### Congestion heat map

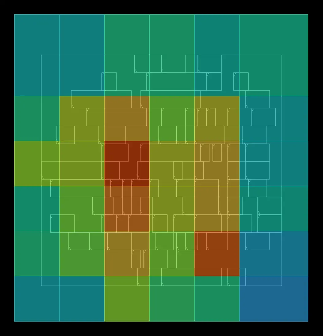
### Metal 2

(8 px per µm)
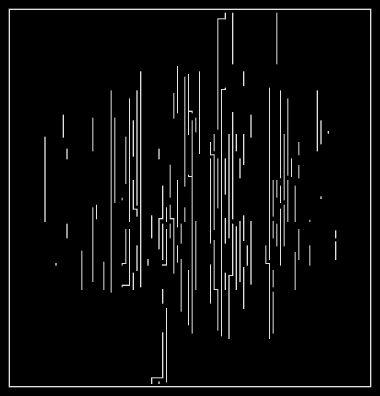
## src/rtl/wir_ctrl.sv

```systemverilog
// wir_ctrl -- IEEE 1500 wrapper instruction register and serial-control decoder.
//
// Holds the wrapper instruction register. It has a shift stage and an update
// stage. It decodes the WSC operations into per-cycle scan and hold enables for
// the input-cell and output-cell chains of the WBR. It also selects which
// register (WIR, bypass or WBR) drives the wrapper serial output.
//
// Ports
//   CLK           wrapper clock, rising edge
//   RESET         asynchronous active-high reset
//   select_wir    1: WSC operations target the WIR; 0: the selected data register
//   shift_wr      shift operation this cycle
//   capture_wr    capture operation this cycle
//   update_wr     update operation this cycle
//   wsi           wrapper serial input
//   wbr_so        serial output of the last WBR cell
//   wso           wrapper serial output
//   wse_inputs    scan enable, input-cell chain
//   hold_inputs   hold, input-cell chain (0 = capture CFI)
//   wse_outputs   scan enable, output-cell chain
//   hold_outputs  hold, output-cell chain
//   wbr_sel       WBR is the active data register
//   instr         current (updated) instruction
//   proto_err     sticky flag: illegal simultaneous WSC operations seen
module wir_ctrl #(
  parameter int              IR_W       = 3,
  parameter logic [IR_W-1:0] IR_CAPTURE = IR_W'(1)
) (
  input  logic            CLK,
  input  logic            RESET,
  input  logic            select_wir,
  input  logic            shift_wr,
  input  logic            capture_wr,
  input  logic            update_wr,
  input  logic            wsi,
  input  logic            wbr_so,
  output logic            wso,
  output logic            wse_inputs,
  output logic            hold_inputs,
  output logic            wse_outputs,
  output logic            hold_outputs,
  output logic            wbr_sel,
  output logic [IR_W-1:0] instr,
  output logic            proto_err
);

  localparam logic [IR_W-1:0] WS_BYPASS = IR_W'(0);
  localparam logic [IR_W-1:0] WS_EXTEST = IR_W'(1);
  localparam logic [IR_W-1:0] WS_INTEST = IR_W'(2);
  localparam logic [IR_W-1:0] WS_SAMPLE = IR_W'(3);

  logic [IR_W-1:0] stage_reg;
  logic [IR_W-1:0] instr_reg;
  logic            bypass_reg;
  logic            proto_err_reg;

  logic op_ok;
  logic in_active;
  logic out_active;
  logic wbr_dr;
  logic dr_ok;
  logic scan;

  // Decode of the current instruction and WSC operation.
  always_comb begin
    in_active  = 1'b0;
    out_active = 1'b0;
    case (instr_reg)
      WS_EXTEST: in_active = 1'b1;
      WS_INTEST: out_active = 1'b1;
      WS_SAMPLE: begin
        in_active  = 1'b1;
        out_active = 1'b1;
      end
      default: begin
        in_active  = 1'b0;
        out_active = 1'b0;
      end
    endcase

    // More than one operation at a time is illegal. It is treated as idle.
    op_ok  = ~((shift_wr & capture_wr) | (shift_wr & update_wr) | (capture_wr & update_wr));
    wbr_dr = in_active | out_active;

    // The WBR cells move only on a legal data-register operation. RESET forces
    // the cells to hold state without waiting for a clock edge.
    dr_ok = op_ok & ~select_wir & ~RESET;

    // Both chains shift whenever the WBR is selected, so the chain stays unbroken.
    scan = dr_ok & shift_wr & wbr_dr;

    wse_inputs   = scan;
    wse_outputs  = scan;
    hold_inputs  = ~((dr_ok & capture_wr & in_active) | scan);
    hold_outputs = ~((dr_ok & capture_wr & out_active) | scan);
    wbr_sel      = wbr_dr & ~RESET;

    wso = select_wir ? stage_reg[0] : (wbr_sel ? wbr_so : bypass_reg);
  end

  always_ff @(posedge CLK or posedge RESET) begin
    if (RESET) begin
      stage_reg     <= '0;
      instr_reg     <= WS_BYPASS;
      bypass_reg    <= 1'b0;
      proto_err_reg <= 1'b0;
    end else if (!op_ok) begin
      proto_err_reg <= 1'b1;
    end else if (select_wir) begin
      if (capture_wr) begin
        stage_reg <= IR_CAPTURE;
      end else if (shift_wr) begin
        // Shift toward the LSB, so the LSB leaves first on wso.
        stage_reg <= {wsi, stage_reg[IR_W-1:1]};
      end else if (update_wr) begin
        instr_reg <= stage_reg;
      end
    end else if (!wbr_dr) begin
      if (capture_wr) begin
        bypass_reg <= 1'b0;
      end else if (shift_wr) begin
        bypass_reg <= wsi;
      end
    end
  end

  assign instr     = instr_reg;
  assign proto_err = proto_err_reg;

endmodule

```

## config.mk

```make
export PLATFORM = sky130hd
export DESIGN_NAME = wir_ctrl
export DESIGN_NICKNAME = d
export VERILOG_FILES = /design/src/rtl/wir_ctrl.sv
export SDC_FILE = /design/constraint.sdc
export NUM_CORES = 1
export LEC_CHECK = 0
export CAP_MARGIN = 25
export CORE_AREA = 4 4 41 43
export DETAILED_ROUTE_END_ITERATION = 7
export DIE_AREA = 0 0 45 47
export PLACE_DENSITY = 0.7
export RECOVER_POWER = 25
export SLEW_MARGIN = 30
export SYNTH_ARGS = -nofsm -noshare
export SYNTH_HDL_FRONTEND = slang
export SYNTH_SLANG_ARGS = --single-unit
```

## constraint.sdc

```tcl
create_clock -name CLK -period 5.3 [get_ports CLK]
set_clock_uncertainty 0.2 [all_clocks]
set_input_delay 1.59 -clock CLK [delete_from_list [all_inputs] [get_ports CLK]]
set_output_delay 1.59 -clock CLK [all_outputs]
set_load 0.03 [all_outputs]
```

==> results.toml <==
# physical design summary
[finish]
layout.buffer.nonclock.area_share_pct = 27.4
mostFrequentLayoutCell = "clkdlybuf4s50_1"
nets = 86
seqCellArea_um2 = 200
final-comb-area_um2 = 274
area.growth.synth_to_final_pct = 39.5
diodes = 0
n_clock_buffer = 3
fill_cells = 122
clock_cell_area_share_pct = 3.13
seq_share_pct = 27.8

[floorplan]
rows = 13
die_h_um = 47
taps = 15
chip_area_um2 = 2120
pin_count = 18

[power_and_ir_drop]
sequentialPowerShare_pct = 37.9
power.group.top = "combinational cells"
sequentialPower_mw = 0.109
power_clock_mw = 0.0455
switching_share_pct = 40.6

[timing]
finalMaxSlewViolations = 0
fin_crit_sh_pct = 97.6
fmax_ghz = 0.193
tightest_slew_ns = 0.364

[flow_run]
maxCapViolations = 0

[grt]
grt-ovfl-total = 0
grt_pass1_wl_um = 2120

[placed_design]
gp_congestion = 0.834
port_buffers = 17
placed_area_um2 = 698

[critical_path]
slowest_stage = "clkdlybuf4s50_1"
cp-end-kind = "output port"
crit_buf_inv = 2
path_cells = "clkdlybuf4s50_1, nor4b_1, and2_1, clkdlybuf4s50_1"
crit_family = "buffers and inverters"
startpoint = "shift_wr"
r2r_slack_ns = 4.02
cp_common_cell = "clkdlybuf4s50_1"
path_max_fanout = 5
crit_type = "in -> out"
required_ns = 3.51
worstRegToRegCells = 3

[route]
dr_wl_met2_um = 661
drc = 0

[logic_synthesis]
synth.distinct_cells = 28
synth-seq-cells = 8
aoi_share_pct = 13.8
syn_area_per_cell_um2 = 9.23

[clock_network]
cts_num_sinks = 8
insertion_delay_ns = 0.25
post_cts_buffers = 0

[status]
status = "complete, no violations"

[worst_hold_path]
hold_depth = 1
-- 'Congestion heat map' (at the start) --
met1 Usage GRT: 15.0%
GR peak layer: met2
wire per inst: 14.0 µm
final core occ: 55.4%
met3 Use GR: 5.36%

-- 'Metal 2' (at the start) --
- wire length on this layer: 662 µm
- longest straight run: 30.8 µm
- main direction: vertical

